==> src/rtl/io_pkg.sv <==
// Shared address map and status/interrupt bit positions for the io_mmio block.
package io_pkg;

  localparam logic [15:0] ADDR_SW        = 16'hFF00;
  localparam logic [15:0] ADDR_KEY       = 16'hFF01;
  localparam logic [15:0] ADDR_LEDR      = 16'hFF02;
  localparam logic [15:0] ADDR_LEDG      = 16'hFF03;
  localparam logic [15:0] ADDR_UART_TXD  = 16'hFF04;
  localparam logic [15:0] ADDR_UART_RXD  = 16'hFF05;
  localparam logic [15:0] ADDR_UART_STAT = 16'hFF06;
  localparam logic [15:0] ADDR_KEY_EVT   = 16'hFF07;
  localparam logic [15:0] ADDR_IRQ_EN    = 16'hFF08;
  localparam logic [15:0] ADDR_SEG_BASE  = 16'hFF10;

  localparam int STAT_RX_VALID   = 0;
  localparam int STAT_TX_BUSY    = 1;
  localparam int STAT_RX_OVERRUN = 2;
  localparam int STAT_KEY_ANY    = 3;

  localparam int IRQ_RX_VALID   = 0;
  localparam int IRQ_RX_OVERRUN = 1;
  localparam int IRQ_KEY_ANY    = 2;

  function automatic logic [15:0] seg_addr(input int idx);
    return ADDR_SEG_BASE + 16'(idx);
  endfunction

endpackage

==> src/rtl/io_rx_fifo.sv <==
// UART receive buffer: DEPTH-entry FIFO when UART_RX_FIFO_EN is defined, otherwise a
// single holding register. A push while full is accepted only if a pop happens that cycle.
module io_rx_fifo #(
  parameter int DEPTH = 8
) (
  input  logic       clk,
  input  logic       rst,
  input  logic       push,
  input  logic       pop,
  input  logic [7:0] din,
  output logic [7:0] dout,
  output logic       empty,
  output logic       full
);

`ifdef UART_RX_FIFO_EN
  localparam int AW = $clog2(DEPTH);

  logic [7:0]    mem [DEPTH];
  logic [AW-1:0] wr_ptr;
  logic [AW-1:0] rd_ptr;
  logic [AW:0]   count;
  logic          do_push;
  logic          do_pop;

  assign empty   = (count == '0);
  assign full    = (count == (AW+1)'(DEPTH));
  assign do_pop  = pop && !empty;
  assign do_push = push && (!full || do_pop);
  assign dout    = mem[rd_ptr];

  always_ff @(posedge clk or posedge rst) begin
    if (rst) begin
      wr_ptr <= '0;
      rd_ptr <= '0;
      count  <= '0;
    end else begin
      if (do_push) wr_ptr <= wr_ptr + 1'b1;
      if (do_pop)  rd_ptr <= rd_ptr + 1'b1;
      count <= count + (AW+1)'(do_push) - (AW+1)'(do_pop);
    end
  end

  always_ff @(posedge clk) begin
    if (do_push) mem[wr_ptr] <= din;
  end
`else
  localparam int unused_depth = DEPTH;

  logic [7:0] hold;
  logic       hold_vld;

  assign empty = !hold_vld;
  assign full  = hold_vld;
  assign dout  = hold;

  always_ff @(posedge clk or posedge rst) begin
    if (rst) begin
      hold     <= '0;
      hold_vld <= 1'b0;
    end else if (push && (!hold_vld || pop)) begin
      hold     <= din;
      hold_vld <= 1'b1;
    end else if (pop) begin
      hold_vld <= 1'b0;
    end
  end
`endif

endmodule

==> src/rtl/io_mmio.sv <==
// Memory-mapped board I/O: LEDs, 7-seg digits, switches, keys, UART tx/rx and irq.
// Read data appears one cycle after re; RX depth is set by UART_RX_FIFO_EN.
module io_mmio
  import io_pkg::*;
#(
  parameter int SW_W     = 10,
  parameter int LEDR_W   = 10,
  parameter int LEDG_W   = 8,
  parameter int NUM_SEG  = 4,
  parameter int RX_DEPTH = 8
) (
  input  logic                 clk,
  input  logic                 rst,
  input  logic [15:0]          addr,
  input  logic                 we,
  input  logic                 re,
  input  logic [7:0]           di,
  output logic [7:0]           dout,
  input  logic [SW_W-1:0]      switches,
  input  logic [3:0]           keys,
  output logic [LEDR_W-1:0]    ledr,
  output logic [LEDG_W-1:0]    ledg,
  output logic [7*NUM_SEG-1:0] seg,
  input  logic [7:0]           uart_rxd_data,
  input  logic                 uart_rxd_done,
  input  logic                 uart_txd_done,
  output logic [7:0]           uart_txd_data,
  output logic                 uart_transmit,
  output logic                 irq
);

  logic       rd;
  logic [7:0] sw8;
  logic [6:0] seg_r [NUM_SEG];
  logic       tx_busy;
  logic       txd_wr;
  logic       rx_pop;
  logic       rx_empty;
  logic       rx_full;
  logic [7:0] rx_head;
  logic       rx_valid;
  logic       rx_overrun;
  logic       ovr_set;
  logic       ovr_clr;
  logic [3:0] key_s1;
  logic [3:0] key_s2;
  logic [3:0] key_prev;
  logic [3:0] key_evt;
  logic [3:0] evt_clr;
  logic       key_any;
  logic [2:0] irq_en;
  logic [2:0] irq_src;
  logic       rd_hit;
  logic [7:0] rd_val;

  // A write in the same cycle as a read cancels the read.
  assign rd = re && !we;

  if (SW_W >= 8) begin : g_sw_wide
    assign sw8 = switches[7:0];
    if (SW_W > 8) begin : g_sw_hi
      logic unused_sw_hi;
      assign unused_sw_hi = ^switches[SW_W-1:8];
    end
  end else begin : g_sw_narrow
    assign sw8 = 8'(switches);
  end

  for (genvar i = 0; i < NUM_SEG; i++) begin : g_seg
    assign seg[7*i +: 7] = seg_r[i];
  end

  always_ff @(posedge clk or posedge rst) begin
    if (rst) begin
      ledr <= '0;
      ledg <= '0;
      for (int i = 0; i < NUM_SEG; i++) seg_r[i] <= 7'h7F;
    end else if (we) begin
      if (addr == ADDR_LEDR) ledr <= LEDR_W'(di);
      if (addr == ADDR_LEDG) ledg <= LEDG_W'(di);
      for (int i = 0; i < NUM_SEG; i++) begin
        if (addr == seg_addr(i)) seg_r[i] <= di[6:0];
      end
    end
  end

  assign txd_wr = we && (addr == ADDR_UART_TXD) && !tx_busy;

  always_ff @(posedge clk or posedge rst) begin
    if (rst) begin
      uart_txd_data <= '0;
      uart_transmit <= 1'b0;
      tx_busy       <= 1'b0;
    end else begin
      uart_transmit <= txd_wr;
      if (txd_wr) begin
        uart_txd_data <= di;
        tx_busy       <= 1'b1;
      end else if (uart_txd_done) begin
        tx_busy <= 1'b0;
      end
    end
  end

  assign rx_pop   = rd && (addr == ADDR_UART_RXD);
  assign rx_valid = !rx_empty;

  io_rx_fifo #(
    .DEPTH (RX_DEPTH)
  ) u_rx_fifo (
    .clk   (clk),
    .rst   (rst),
    .push  (uart_rxd_done),
    .pop   (rx_pop),
    .din   (uart_rxd_data),
    .dout  (rx_head),
    .empty (rx_empty),
    .full  (rx_full)
  );

  // A pop while full frees the slot the incoming byte needs, so no overrun.
  assign ovr_set = uart_rxd_done && rx_full && !rx_pop;
  assign ovr_clr = we && (addr == ADDR_UART_STAT) && di[STAT_RX_OVERRUN];

  always_ff @(posedge clk or posedge rst) begin
    if (rst) rx_overrun <= 1'b0;
    else if (ovr_set) rx_overrun <= 1'b1;
    else if (ovr_clr) rx_overrun <= 1'b0;
  end

  assign evt_clr = (we && (addr == ADDR_KEY_EVT)) ? di[3:0] : 4'h0;
  assign key_any = |key_evt;

  always_ff @(posedge clk or posedge rst) begin
    if (rst) begin
      key_s1   <= 4'hF;
      key_s2   <= 4'hF;
      key_prev <= 4'hF;
      key_evt  <= 4'h0;
    end else begin
      key_s1   <= keys;
      key_s2   <= key_s1;
      key_prev <= key_s2;
      key_evt  <= (key_evt & ~evt_clr) | (key_prev & ~key_s2);
    end
  end

  always_comb begin
    irq_src                 = '0;
    irq_src[IRQ_RX_VALID]   = rx_valid;
    irq_src[IRQ_RX_OVERRUN] = rx_overrun;
    irq_src[IRQ_KEY_ANY]    = key_any;
  end

  always_ff @(posedge clk or posedge rst) begin
    if (rst) begin
      irq_en <= '0;
      irq    <= 1'b0;
    end else begin
      if (we && (addr == ADDR_IRQ_EN)) irq_en <= di[2:0];
      irq <= |(irq_en & irq_src);
    end
  end

  always_comb begin
    rd_hit = 1'b1;
    rd_val = '0;
    case (addr)
      ADDR_SW:       rd_val = sw8;
      ADDR_KEY:      rd_val = {4'h0, key_s2};
      ADDR_UART_RXD: rd_val = rx_empty ? 8'h00 : rx_head;
      ADDR_UART_STAT: begin
        rd_val[STAT_RX_VALID]   = rx_valid;
        rd_val[STAT_TX_BUSY]    = tx_busy;
        rd_val[STAT_RX_OVERRUN] = rx_overrun;
        rd_val[STAT_KEY_ANY]    = key_any;
      end
      ADDR_KEY_EVT:  rd_val = {4'h0, key_evt};
      ADDR_IRQ_EN:   rd_val = {5'h0, irq_en};
      default:       rd_hit = 1'b0;
    endcase
  end

  always_ff @(posedge clk or posedge rst) begin
    if (rst) dout <= '0;
    else     dout <= (rd && rd_hit) ? rd_val : 8'h00;
  end

endmodule

==> config.mk <==
export PLATFORM = sky130hd
export DESIGN_NAME = io_mmio
export DESIGN_NICKNAME = d
export VERILOG_FILES = /design/src/rtl/io_pkg.sv /design/src/rtl/io_rx_fifo.sv /design/src/rtl/io_mmio.sv
export SDC_FILE = /design/constraint.sdc
export NUM_CORES = 1
export LEC_CHECK = 0
export ABC_AREA = 1
export CORE_MARGIN = 4
export CORE_UTILIZATION = 47
export CTS_CLUSTER_DIAMETER = 100
export DETAILED_ROUTE_END_ITERATION = 6
export PLACE_DENSITY_LB_ADDON = 0.25
export SYNTH_ARGS = -nofsm -noshare
export SYNTH_HDL_FRONTEND = slang
export SYNTH_SLANG_ARGS = --single-unit
export TNS_END_PERCENT = 20
==> constraint.sdc <==
create_clock -name clk -period 4 [get_ports clk]
set_clock_uncertainty 0.1 [all_clocks]
set_input_delay 0.8 -clock clk [delete_from_list [all_inputs] [get_ports clk]]
set_output_delay 0.8 -clock clk [all_outputs]
set_load 0.1 [all_outputs]
==> flow_metrics.env <==
# implementation run metrics
export IMPL_top_layer="met4"
export IMPL_cts_buffers=9
export IMPL_root_buffer="clkbuf_8"
export IMPL_path_delay_family="buffers and inverters"
export IMPL_dieHeight_um=100
export IMPL_report_final_slew_viol_count=0
export IMPL_setup_viol=0
export IMPL_final_core_util_pct=65.1
export IMPL_hold_viol=0
export IMPL_combPwrFrac_pct=8.7
export IMPL_pin_count=116
export IMPL_ys_ff=92
export IMPL_area_growth_pct=33.8
export IMPL_p_switching_mw=0.439
export IMPL_synth_area_per_cell_um2=9.38
export IMPL_synthCells=428
export IMPL_routedWlPerCell_um=14.0
export IMPL_hold_ws_ps=253
export IMPL_status="finished clean"
export IMPL_grtUsageTotal_pct=18.9
export IMPL_io_buffers=111
export IMPL_p_per_area_nw_per_um2=329
export IMPL_antenna_cells=0
export IMPL_placementRows=33
export IMPL_min_period_ps=2930
export IMPL_relSlewSlack_pct=32.4
export IMPL_pwr_share_seq_pct=56.1
export IMPL_place_congestion=0.860
export IMPL_met3_length_um=703
export IMPL_rsz0062_at_grt="no"
export IMPL_clockBufferDepth=2
## power by group through the flow
stage               logic [mW]  registers, mW  clock network [mW]
finish                   0.154          0.990               0.621
global route             0.174          0.993               0.681
CTS                      0.158          0.989               0.636
detailed placement       0.157           1.01                   0
global placement         0.154           1.00                   0
floorplan               0.0851           1.00                   0
## synth_stat cells
cell,number
nand2_1,105
nand3_2,3
inv_2,2
nor3_1,2
nand3b_1,1
buf_4,3
nand2_4,4
conb_1,1
buf_6,6
nand2_2,4
buf_2,4
o21ai_1,19
nor4_4,1
dfrtp_1,52
o21ai_2,15
o21ai_0,34
a22oi_1,1
nand3_1,31
inv_1,47
nor2_4,2
dfstp_2,40
nand4_4,1
a21oi_1,4
nor2_2,7
clkinv_2,1
nor4_1,1
nor3_2,2
nand4_1,1
nor2_1,34
## cell families after synthesis
group,count (synthesis),share of synthesized area (%)
AND-OR/OR-AND,73,10.6
AND/OR/NAND/NOR,199,23.3
flip-flops,92,58.6
buffers and inverters,63,7.45
other,1,0.0934
## cell type report
type / instances / area [µm²]
inverter: 50 / 190
multi-input combinational: 274 / 1370
timing repair buffer: 112 / 1130
clock inverter: 7 / 76.3
fill: 710 / 2890
tap: 105 / 131
sequential: 92 / 2350
clock buffer: 9 / 124
## layer usage
metal,vias up,track usage (%)
li1,1592,-
met1,1490,25.7
met2,91,29.5
met3,7,5.35
met4,0,5.91
met5,-,0
## cell usage in the layout (no fill, tap or decap), drive strengths merged
cell / n
nand2: 113
clkdlybuf4s50: 111
o21ai: 68
dfrtp: 52
inv: 49
nor2: 43
dfstp: 40
nand3: 34
clkbuf: 9
clkinv: 5
a21oi: 4
nor3: 4
conb: 2
clkinvlp: 2
nor4: 2
nand4: 2
a22oi: 1
nand3b: 1
bufinv: 1
buf: 1
## worst paths after layout
| path | startpoint | end | slack (ps) | cells past startpoint |
|---|---|---|---|---|
| min in group asynchronous | rst | ledr[7]$_DFFE_PP0P_ | 770 | 3 |
| max in group asynchronous | rst | seg[5]$_DFFE_PP1P_ | 2660 | 3 |
| max | seg[5]$_DFFE_PP1P_ | seg[5] | 1070 | 1 |
| max reg2reg | tx_busy$_DFFE_PP0P_ | uart_txd_data[1]$_DFFE_PP0P_ | 2650 | 4 |
| min | key_s1[2]$_DFF_PP1_ | key_s2[2]$_DFF_PP1_ | 250 | 0 |
| min reg2reg | key_s1[2]$_DFF_PP1_ | key_s2[2]$_DFF_PP1_ | 250 | 0 |
## registers in the layout, summed over array words and instances (netlist names)
signal          cells
dout                8
irq                 1
irq_en              3
key_evt             4
key_prev            4
key_s1              4
key_s2              4
ledg                8
ledr                8
rx_overrun          1
seg                28
tx_busy             1
u_rx_fifo.dout      8
u_rx_fifo.full      1
uart_transmit       1
uart_txd_data       8
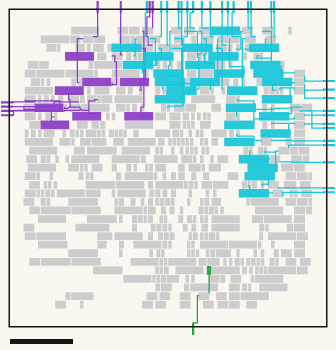
(images/port_nets.png)
Bar = 20 µm.
colour	port	bits	direction	end cells	buffers	wire
green	`re`	1	input	1	1	18.5 µm
purple	`ledg`	8	output	8	8	253 µm
cyan	`seg`	28	output	28	28	698 µm

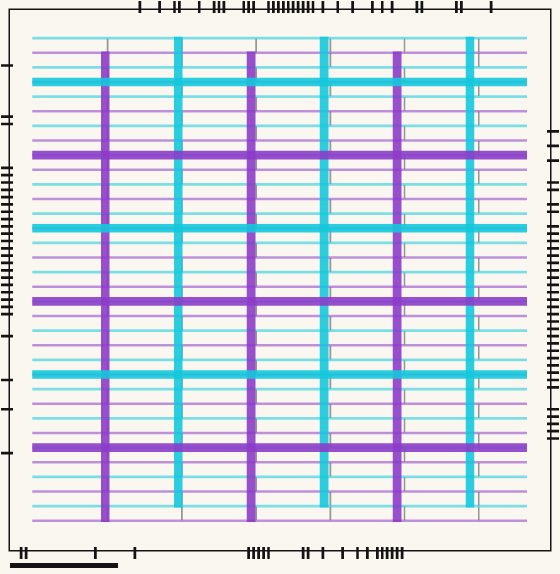
(images/pdn.png)
Bar = 20 µm. Pins as bars on the die edge. Tap cells in grey.
colour	net
purple	VSS
cyan	VDD
rows	33
met4 straps	6
met1 rails	34

Power figures rest on the tool's default switching activity, not on a simulated workload.
